`src/rtl/phy_tx.sv`:
```
// Transmit half of the GT PHY link layer: wraps AXI-Stream frames as
// idle / SOF / payload / EOF and serialises them onto the 32-bit GT TX lanes.
module phy_tx #(
    parameter int          P_GAP_WORDS = 2,
    parameter logic [7:0]  P_PAD_BYTE  = 8'h00
) (
    input  logic        i_clk,
    input  logic        i_rst,
    input  logic        i_axi_s_valid,
    input  logic        i_axi_s_last,
    input  logic [3:0]  i_axi_s_keep,
    input  logic [31:0] i_axi_s_data,
    output logic        o_axi_s_ready,
    input  logic        i_gt_tx_done,
    output logic [31:0] o_gt_tx_data,
    output logic [3:0]  o_gt_tx_charisk,
    output logic        o_tx_underrun
);

    localparam logic [31:0] IDLE_WORD = 32'h50BC50BC;
    localparam logic [3:0]  IDLE_K    = 4'b0101;
    localparam logic [3:0]  GAP_LOAD  = 4'(P_GAP_WORDS);

    typedef enum logic [2:0] {
        S_IDLE,
        S_SOF,
        S_DATA,
        S_TAIL,
        S_DRAIN,
        S_GAP
    } state_t;

    state_t      state, state_nxt;
    logic [23:0] carry, carry_nxt;
    logic [1:0]  rem, rem_nxt;
    logic        underran, underran_nxt;
    logic [3:0]  gap_cnt, gap_nxt;
    logic [31:0] data_nxt;
    logic [3:0]  charisk_nxt;
    logic        underrun_nxt;
    logic [1:0]  last_rem;
    logic [31:0] tail_data;
    logic [3:0]  tail_k;
    logic [31:0] carry_ext;

    assign o_axi_s_ready = (state == S_SOF) || (state == S_DATA) || (state == S_DRAIN);

    // Index of the lane that will carry FD; keep 0000 falls into the 1-byte case.
    always_comb begin
        case (i_axi_s_keep)
            4'b1111: last_rem = 2'd3;
            4'b0111: last_rem = 2'd2;
            4'b0011: last_rem = 2'd1;
            default: last_rem = 2'd0;
        endcase
    end

    assign carry_ext = {P_PAD_BYTE, carry};

    always_comb begin
        tail_data = '0;
        tail_k    = '0;
        for (int i = 0; i < 4; i++) begin
            if (i < int'(rem)) begin
                tail_data[8*i +: 8] = carry_ext[8*i +: 8];
            end else if (i == int'(rem)) begin
                tail_data[8*i +: 8] = 8'hFD;
                tail_k[i]           = 1'b1;
            end else begin
                tail_data[8*i +: 8] = P_PAD_BYTE;
            end
        end
    end

    always_comb begin
        state_nxt    = state;
        carry_nxt    = carry;
        rem_nxt      = rem;
        underran_nxt = underran;
        gap_nxt      = gap_cnt;
        data_nxt     = o_gt_tx_data;
        charisk_nxt  = o_gt_tx_charisk;
        underrun_nxt = 1'b0;

        case (state)
            S_IDLE: begin
                data_nxt    = IDLE_WORD;
                charisk_nxt = IDLE_K;
                if (i_axi_s_valid && i_gt_tx_done && (gap_cnt == 4'd0)) begin
                    state_nxt = S_SOF;
                end
            end
            S_SOF: begin
                data_nxt    = IDLE_WORD;
                charisk_nxt = IDLE_K;
                if (i_axi_s_valid) begin
                    data_nxt     = {i_axi_s_data[7:0], 8'hFB, 8'h50, 8'hBC};
                    charisk_nxt  = 4'b0101;
                    carry_nxt    = i_axi_s_data[31:8];
                    underran_nxt = 1'b0;
                    if (i_axi_s_last) begin
                        rem_nxt   = last_rem;
                        state_nxt = S_TAIL;
                    end else begin
                        state_nxt = S_DATA;
                    end
                end
            end
            S_DATA: begin
                if (i_axi_s_valid) begin
                    data_nxt    = {i_axi_s_data[7:0], carry};
                    charisk_nxt = 4'b0000;
                    carry_nxt   = i_axi_s_data[31:8];
                    if (i_axi_s_last) begin
                        rem_nxt   = last_rem;
                        state_nxt = S_TAIL;
                    end
                end else begin
                    // Upstream starved mid-frame: the wire holds its word, then EOF closes the frame.
                    rem_nxt      = 2'd3;
                    underran_nxt = 1'b1;
                    state_nxt    = S_TAIL;
                end
            end
            S_TAIL: begin
                data_nxt     = tail_data;
                charisk_nxt  = tail_k;
                underrun_nxt = underran;
                if (underran) begin
                    state_nxt = S_DRAIN;
                end else begin
                    gap_nxt   = GAP_LOAD;
                    state_nxt = S_GAP;
                end
            end
            S_DRAIN: begin
                data_nxt    = IDLE_WORD;
                charisk_nxt = IDLE_K;
                if (i_axi_s_valid && i_axi_s_last) begin
                    gap_nxt   = GAP_LOAD;
                    state_nxt = S_GAP;
                end
            end
            S_GAP: begin
                data_nxt    = IDLE_WORD;
                charisk_nxt = IDLE_K;
                gap_nxt     = (gap_cnt != 4'd0) ? gap_cnt - 4'd1 : 4'd0;
                // The last mandatory idle may go straight to SOF so back-to-back frames see exactly the gap.
                if ((gap_cnt <= 4'd1) && i_gt_tx_done) begin
                    state_nxt = i_axi_s_valid ? S_SOF : S_IDLE;
                end
            end
            default: begin
                state_nxt = S_IDLE;
            end
        endcase
    end

    always_ff @(posedge i_clk) begin
        if (i_rst) begin
            state           <= S_IDLE;
            carry           <= '0;
            rem             <= '0;
            underran        <= 1'b0;
            gap_cnt         <= '0;
            o_gt_tx_data    <= IDLE_WORD;
            o_gt_tx_charisk <= IDLE_K;
            o_tx_underrun   <= 1'b0;
        end else begin
            state           <= state_nxt;
            carry           <= carry_nxt;
            rem             <= rem_nxt;
            underran        <= underran_nxt;
            gap_cnt         <= gap_nxt;
            o_gt_tx_data    <= data_nxt;
            o_gt_tx_charisk <= charisk_nxt;
            o_tx_underrun   <= underrun_nxt;
        end
    end

endmodule
```
`config.mk`:
```
export PLATFORM = sky130hd
export DESIGN_NAME = phy_tx
export DESIGN_NICKNAME = d
export VERILOG_FILES = /design/src/rtl/phy_tx.sv
export SDC_FILE = /design/constraint.sdc
export NUM_CORES = 1
export LEC_CHECK = 0
export CORE_MARGIN = 3
export CORE_UTILIZATION = 45
export CTS_BUF_LIST = sky130_fd_sc_hd__clkbuf_8
export CTS_CLUSTER_DIAMETER = 150
export CTS_CLUSTER_SIZE = 24
export DETAILED_ROUTE_END_ITERATION = 16
export GPL_TIMING_DRIVEN = 0
export HOLD_SLACK_MARGIN = 0.1
export PLACE_DENSITY_LB_ADDON = 0.12
export SLEW_MARGIN = 30
export SYNTH_ARGS = -nofsm -noshare
export SYNTH_HDL_FRONTEND = slang
export SYNTH_SLANG_ARGS = --single-unit
```
`constraint.sdc`:
```
create_clock -name i_clk -period 1.56 [get_ports i_clk]
set_input_delay 0.312 -clock i_clk [delete_from_list [all_inputs] [get_ports i_clk]]
set_output_delay 0.312 -clock i_clk [all_outputs]
set_load 0.01 [all_outputs]
```
==> impl_table.tex, run 1 <==
% Generated from flow reports
\begin{tabular}{lr}
\hline
Metric & Value \\
\hline
\multicolumn{2}{l}{\textbf{Timing}} \\
\quad Setup ws final & -198 ps \\
\quad Slew of the pin with the lowest slew margin & 603 ps \\
\quad Final setup violation count & 2 \\
\quad Highest clock rate & 0.569 GHz \\
\quad Setup repair after global routing missed its margin & yes \\
\quad Final min period & $\sim$1800 ps \\
\quad Period utilisation layout & 113\% \\
\multicolumn{2}{l}{\textbf{Clocking}} \\
\quad Total of cells resized after clock tree synthesis & between 40 and 50 \\
\quad Clk pin slew, worst setup/hold paths & 70 ps \\
\multicolumn{2}{l}{\textbf{Global routing}} \\
\quad Wire length of the first global-routing pass & 13,600 microns \\
\multicolumn{2}{l}{\textbf{Yosys}} \\
\quad Total number of yosys warnings & 0 \\
\quad Compound Share, Synth & 22.4\% \\
\quad Cell area after synthesis & 3010 sq um \\
\quad Distinct cells, synth & 50 \\
\quad YS chip area & around 3000 sq um \\
\quad Multiplexer area fraction after synthesis & 0\% \\
\quad Post-Synth Simple-Gate Area & 25.2\% \\
\quad Cell type with the highest aggregate area in the netlist & sky130\_fd\_sc\_hd\_\_dfxtp\_1 \\
\multicolumn{2}{l}{\textbf{Power and ir drop}} \\
\quad Portion of total power attributed to the clock network & between 30\% and 40\% \\
\quad Leakage & between 1.5 and 2 nW \\
\quad Relative contribution of sequential cells to total power & approximately 45\% \\
\quad Final Power & 0.00439 W \\
\quad Cell area power density & between 900 and 1000 nW/um\^{}2 \\
\quad Peak supply drop & 0.730 mV \\
\multicolumn{2}{l}{\textbf{Detailed routing}} \\
\quad Routed via count divided by cell count & 5.57 \\
\quad Total via count in the routed design & 3,114 \\
\multicolumn{2}{l}{\textbf{Outcome}} \\
\quad Outcome & finished with violations \\
\quad Violated checks & setup timing \\
\multicolumn{2}{l}{\textbf{Floorplanning}} \\
\quad Number of placement rows & 29 \\
\quad Die area & 7720 sq um \\
\multicolumn{2}{l}{\textbf{Layout}} \\
\quad ANT cells & 0 \\
\quad Area Overhead vs Synth & 49.6\% \\
\multicolumn{2}{l}{\textbf{Run}} \\
\quad Stage-log warning count & 28 \\
\quad Maxcap violations & 0 \\
\multicolumn{2}{l}{\textbf{Worst setup path}} \\
\quad Levels on crit path & 5 \\
\hline
\end{tabular}
run 1: path summary, 6_finish.rpt:
| check | from | to | slack (ps) |
|---|---|---|---|
| worst min register to register | o_gt_tx_charisk[0] | o_gt_tx_charisk[0] | 450 |
| worst min-delay path | o_gt_tx_charisk[0] | o_gt_tx_charisk[0] | 450 |
| worst max register to register | state[0] | o_gt_tx_data[2] | -10 |
| worst max-delay path | state[0] | o_axi_s_ready | -200 |
run 1: power by group through the flow:
stage          registers, W  clock network [W]  logic, W
2_1_floorplan       0.00202                  0  0.000387
3_3_place_gp        0.00201                  0  0.000699
3_5_place_dp        0.00202                  0  0.000708
4_1_cts             0.00197            0.00154  0.000788
5_1_grt             0.00199            0.00163  0.000950
6_report            0.00198            0.00152  0.000889
run 1: per-layer routing:
metal / global-route usage, % / up-vias / share of wire [%]
met5: 0 / - / 0
met4: 7.67 / 0 / 2.4
met3: 5.27 / 29 / 7.4
met2: 36.6 / 156 / 47
met1: 30.8 / 1431 / 43
li1: - / 1498 / -
run 1: layout make-up:
cell class | instances | area [sq um]
Multi-Input combinational cell | 269 | 1590
Clock inverter | 5 | 56.3
Sequential cell | 71 | 1430
Timing Repair Buffer | 96 | 965
Fill cell | 498 | 1910
Tap cell | 77 | 96.3
Clock buffer | 11 | 151
Inverter | 5 | 18.8
Buffer | 25 | 199
run 1: synthesized netlist by cell type, drive strengths merged (2+ instances only):
cell      n
nand3b    3
inv       5
o22ai     2
nand2b    6
a211oi    7
nor2b    10
o21bai    6
buf      18
nor2     27
a2bb2oi   2
clkbuf    7
o211ai    2
o21ai    22
a21oi    52
a221o     2
dfxtp    71
nor3b     5
nand3    13
a221oi    2
nor4bb    2
nor3     13
nand2    74
a31oi     4
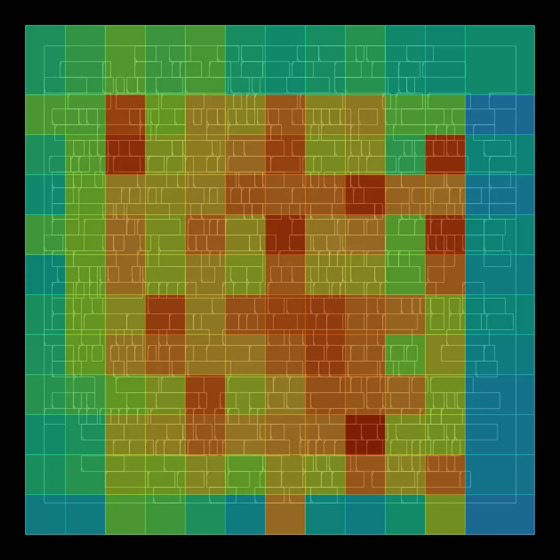
(run_1/congestion.png)
met3 Track Usage GR: 5.27%
layer carrying the most global-route usage: met2

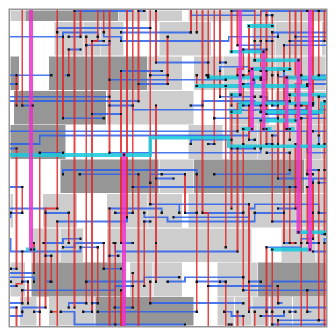
(run_1/detail.png)
Region (31, 14) to (56, 39) microns. Cells in gray, sequential cells in the stronger gray; small squares are vias.
[blue] metal 1
[magenta] metal 4
[red] metal 2
[cyan] metal 3
cells with their middle in the window: 49
most frequent: buf_4 (6), a21oi_1 (4), dfxtp_1 (4)
netlist names of flops here include: `state` (3), `rem` (2)
sequential cells in the window: 8

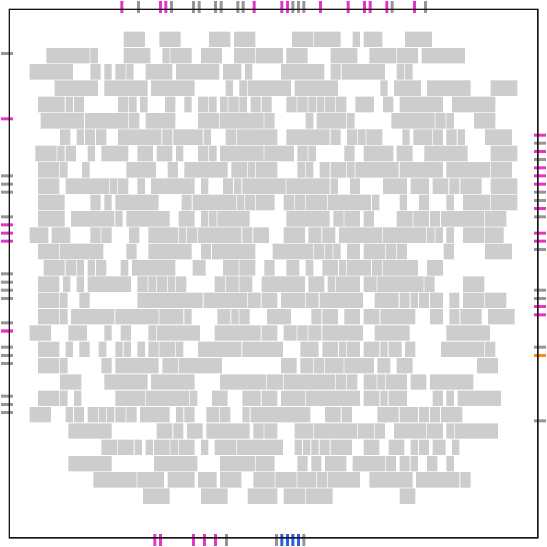
(run_1/io_placement.png)
Scale: 6 px per micron. Pins as bars across the die edge, other pins in gray.
[orange] `o_tx_underrun` | pins: 1 | direction: output | edge: right
[magenta] `o_gt_tx_data` | pins: 32 | direction: output | edge: 12 top, 10 right, 5 left, 5 bottom
[blue] `i_axi_s_keep` | pins: 4 | direction: input | edge: bottom
all pins by edge: 25 top, 21 right, 21 left, 12 bottom
quantity of I/O buffers inserted on ports: 78
die width: 87.8 microns
overall die height: 87.8 microns

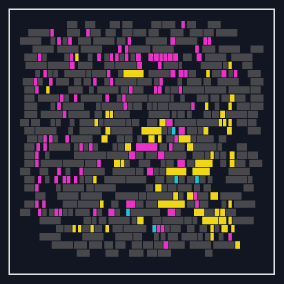
(run_1/logic_types.png)
Scale: 3 px per micron.
[magenta] NAND gates | cells: 96
[cyan] inverters | cells: 5
[yellow] NOR gates | cells: 58
post-layout instance count excluding filler cells: 559
most common cell after layout, fill and taps aside: sky130_fd_sc_hd__nand2_1
combinational fraction of the cell area: 35.3%

==> run_1/flops_by_reg.png <==
Scale: 3 px per micron.
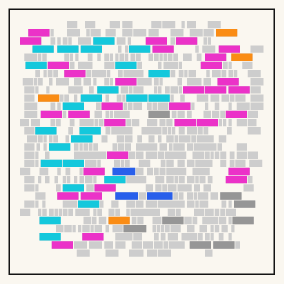

==> run 2, diff against run 1 <==
--- a/config.mk
+++ b/config.mk
@@ -12,8 +12,8 @@
 export CTS_CLUSTER_SIZE = 24
 export DETAILED_ROUTE_END_ITERATION = 16
 export GPL_TIMING_DRIVEN = 0
-export HOLD_SLACK_MARGIN = 0.1
 export PLACE_DENSITY_LB_ADDON = 0.12
+export SKIP_CTS_REPAIR_TIMING = 1
 export SLEW_MARGIN = 30
 export SYNTH_ARGS = -nofsm -noshare
 export SYNTH_HDL_FRONTEND = slang
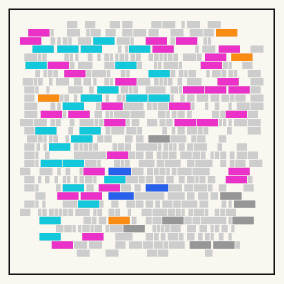
(run_2/flops_by_reg.png)
Scale: 3 px per micron.
[blue] `state` | sequential cells: 3
[orange] `o_gt_tx_charisk` | sequential cells: 4
[magenta] `o_gt_tx_data` | sequential cells: 32
[cyan] `carry` | sequential cells: 24
power attributed to sequential cells: 0.00198 W
sequential share of cell area: 31.5%
footprint of the flip-flops and latches: 1430 sq um

==> run 2 against run 1 <==
The run still ends with setup timing left. Routed wire length is 0.86% lower. Count of clock-buffer cells in the layout stayed put. Sequential share of layout area is 0.19 points lower. Setup slack worse by 67 ps. Sequential cell count stayed put. Non-clock buffer count is 3 higher. Core utilization is 0.35 points higher. First-iteration DRC count is 27% lower. Area after synthesis stayed put. Final cell count is 0.54% higher. Clock power hardly changed. Total power is 0.36% higher. Largest power group unchanged.
==> impl_table.tex, run 2 <==
% Generated from flow reports
\begin{tabular}{lr}
\hline
Metric & Value \\
\hline
\multicolumn{2}{l}{\textbf{Yosys}} \\
\quad Count leader, synth & sky130\_fd\_sc\_hd\_\_nand2\_1 \\
\quad Cell area after synthesis & 3010 sq um (unchanged) \\
\quad Commonest cells post-synth & sky130\_fd\_sc\_hd\_\_nand2\_1, sky130\_fd\_sc\_hd\_\_dfxtp\_1, sky130\_fd\_sc\_hd\_\_a21oi\_1 \\
\quad Cell type with the highest aggregate area in the netlist & sky130\_fd\_sc\_hd\_\_dfxtp\_1 \\
\quad YS chip area & 3010 sq um (unchanged) \\
\quad Synth Register Bits & 71 \\
\quad Distinct cells, synth & 50 (unchanged) \\
\multicolumn{2}{l}{\textbf{Run}} \\
\quad Stage-log warning count & 27 (-3.6\%) \\
\quad Maxcap violations & 0 (unchanged) \\
\multicolumn{2}{l}{\textbf{Timing}} \\
\quad Setup ws final & -265 ps (-66.8 ps) \\
\quad Slew of the pin with the lowest slew margin & 601 ps (-2.11 ps) \\
\quad Final min period & 1820 ps (+66.8 ps) \\
\quad Final setup violation count & 11 (+9) \\
\quad Setup repair after global routing missed its margin & yes \\
\quad Highest clock rate & 0.548 GHz (-3.7\%) \\
\multicolumn{2}{l}{\textbf{Layout}} \\
\quad Post-layout instance count excluding filler cells & 562 (+0.54\%) \\
\quad Most common cell after layout, fill and taps aside & sky130\_fd\_sc\_hd\_\_nand2\_1 \\
\quad ANT cells & 0 (unchanged) \\
\quad Highest-count cells in the layout ignoring fill and taps & sky130\_fd\_sc\_hd\_\_nand2\_1, sky130\_fd\_sc\_hd\_\_dfxtp\_1, sky130\_fd\_sc\_hd\_\_a21oi\_1 \\
\quad Area Overhead vs Synth & 50.4\% \\
\multicolumn{2}{l}{\textbf{Floorplanning}} \\
\quad Die width & 87.8 microns (unchanged) \\
\quad Overall die height & 87.8 microns (unchanged) \\
\quad Number of placement rows & 29 (unchanged) \\
\multicolumn{2}{l}{\textbf{Worst setup path}} \\
\quad Worst path cell trace & buf\_8 > buf\_8 > or3\_1 > o21ai\_1 > buf\_2 \\
\quad Category of the most critical setup path & reg -> out \\
\quad Levels on crit path & 5 (unchanged) \\
\multicolumn{2}{l}{\textbf{Placement}} \\
\quad Quantity of I/O buffers inserted on ports & 78 (unchanged) \\
\quad HPWL Detailed & 5960 microns \\
\multicolumn{2}{l}{\textbf{Power and ir drop}} \\
\quad Final Power & 0.00440 W (+0.36\%) \\
\quad Relative contribution of sequential cells to total power & 45.0\% (about the same) \\
\quad Leakage & 2.03 nW (+4.8\%) \\
\quad Portion of total power attributed to the clock network & 34.8\% (about the same) \\
\quad Cell area power density & 972 nW/um\^{}2 (-0.14\%) \\
\quad Peak supply drop & 0.715 mV (-1.9\%) \\
\multicolumn{2}{l}{\textbf{Clocking}} \\
\quad Clk pin slew, worst setup/hold paths & 80 ps (about the same) \\
\quad Clock tree from TritonCTS & yes \\
\multicolumn{2}{l}{\textbf{Detailed routing}} \\
\quad Total via count in the routed design & 3,117 (+0.096\%) \\
\quad Routed via count divided by cell count & 5.55 (-0.44\%) \\
\multicolumn{2}{l}{\textbf{Outcome}} \\
\quad Violated checks & setup timing \\
\quad Outcome & finished with violations \\
\multicolumn{2}{l}{\textbf{Global routing}} \\
\quad Initial antenna violation count & 0 \\
\quad Wire length of the first global-routing pass & 13,000 microns (-3.8\%) \\
\hline
\end{tabular}
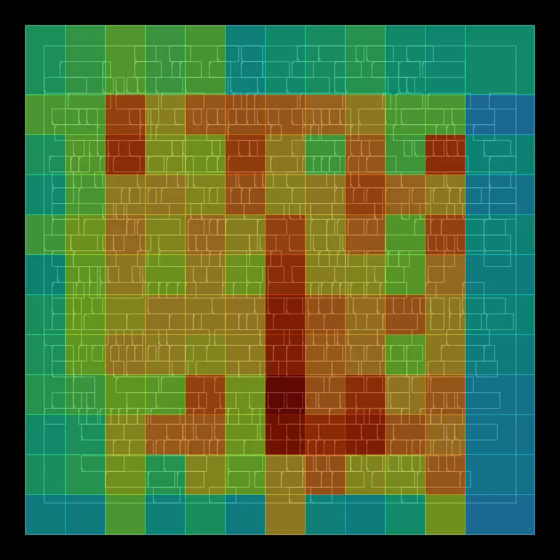
(run_2/congestion.png)
met3 Track Usage GR: 5.83%
met1 Usage GRT: 30.7%

run 2: cell counts after synthesis:
Identical to the previous run, type by type.
run 2: logic make-up (layout without fill, tap and decap cells):
| logic type | count (synthesis) | count (layout) | share of synthesized area (%) |
|---|---|---|---|
| AND-OR/OR-AND | 111 | 111 | 22.4 |
| XOR/XNOR | 2 | 2 | 0.581 |
| buffers and inverters | 30 | 145 | 4.69 |
| flip-flops | 71 | 71 | 47.2 |
| AND/OR/NAND/NOR | 156 | 156 | 25.2 |
run 2: area by class of cell:
| cell class | count | area [sq um] |
|---|---|---|
| buffer | 25 | 198 |
| clock buffer | 11 | 151 |
| clock inverter | 5 | 56.3 |
| fill | 497 | 1890 |
| inverter | 5 | 18.8 |
| multi-input combinational | 269 | 1560 |
| sequential | 71 | 1430 |
| tap | 77 | 96.3 |
| timing repair buffer | 99 | 1020 |
run 2: layer usage:
metal  vias up  wire, microns  track usage (%)
li1       1507              -                -
met1      1453           3930             30.7
met2       132           4400             34.2
met3        25            670             5.83
met4         0            238             6.00
met5         -              0                0
run 2: worst paths after layout:
check,from,endpoint,slack (ps)
worst max-delay path,state[0],o_axi_s_ready,-260
worst min register to register,o_gt_tx_charisk[0],o_gt_tx_charisk[0],450
worst min-delay path,o_gt_tx_charisk[0],o_gt_tx_charisk[0],450
worst max register to register,state[0],o_gt_tx_data[9],-70
run 2: power by group through the flow:
stage | Combinational (W) | Clock, W | Sequential [W]
after global routing | 0.000955 | 0.00163 | 0.00199
after floorplan | 0.000387 | 0 | 0.00202
final | 0.000892 | 0.00153 | 0.00198
after CTS | 0.000712 | 0.00154 | 0.00197
after global placement | 0.000699 | 0 | 0.00201
after detailed placement | 0.000708 | 0 | 0.00202
Power figures rest on the tool's default switching activity, not on a simulated workload.
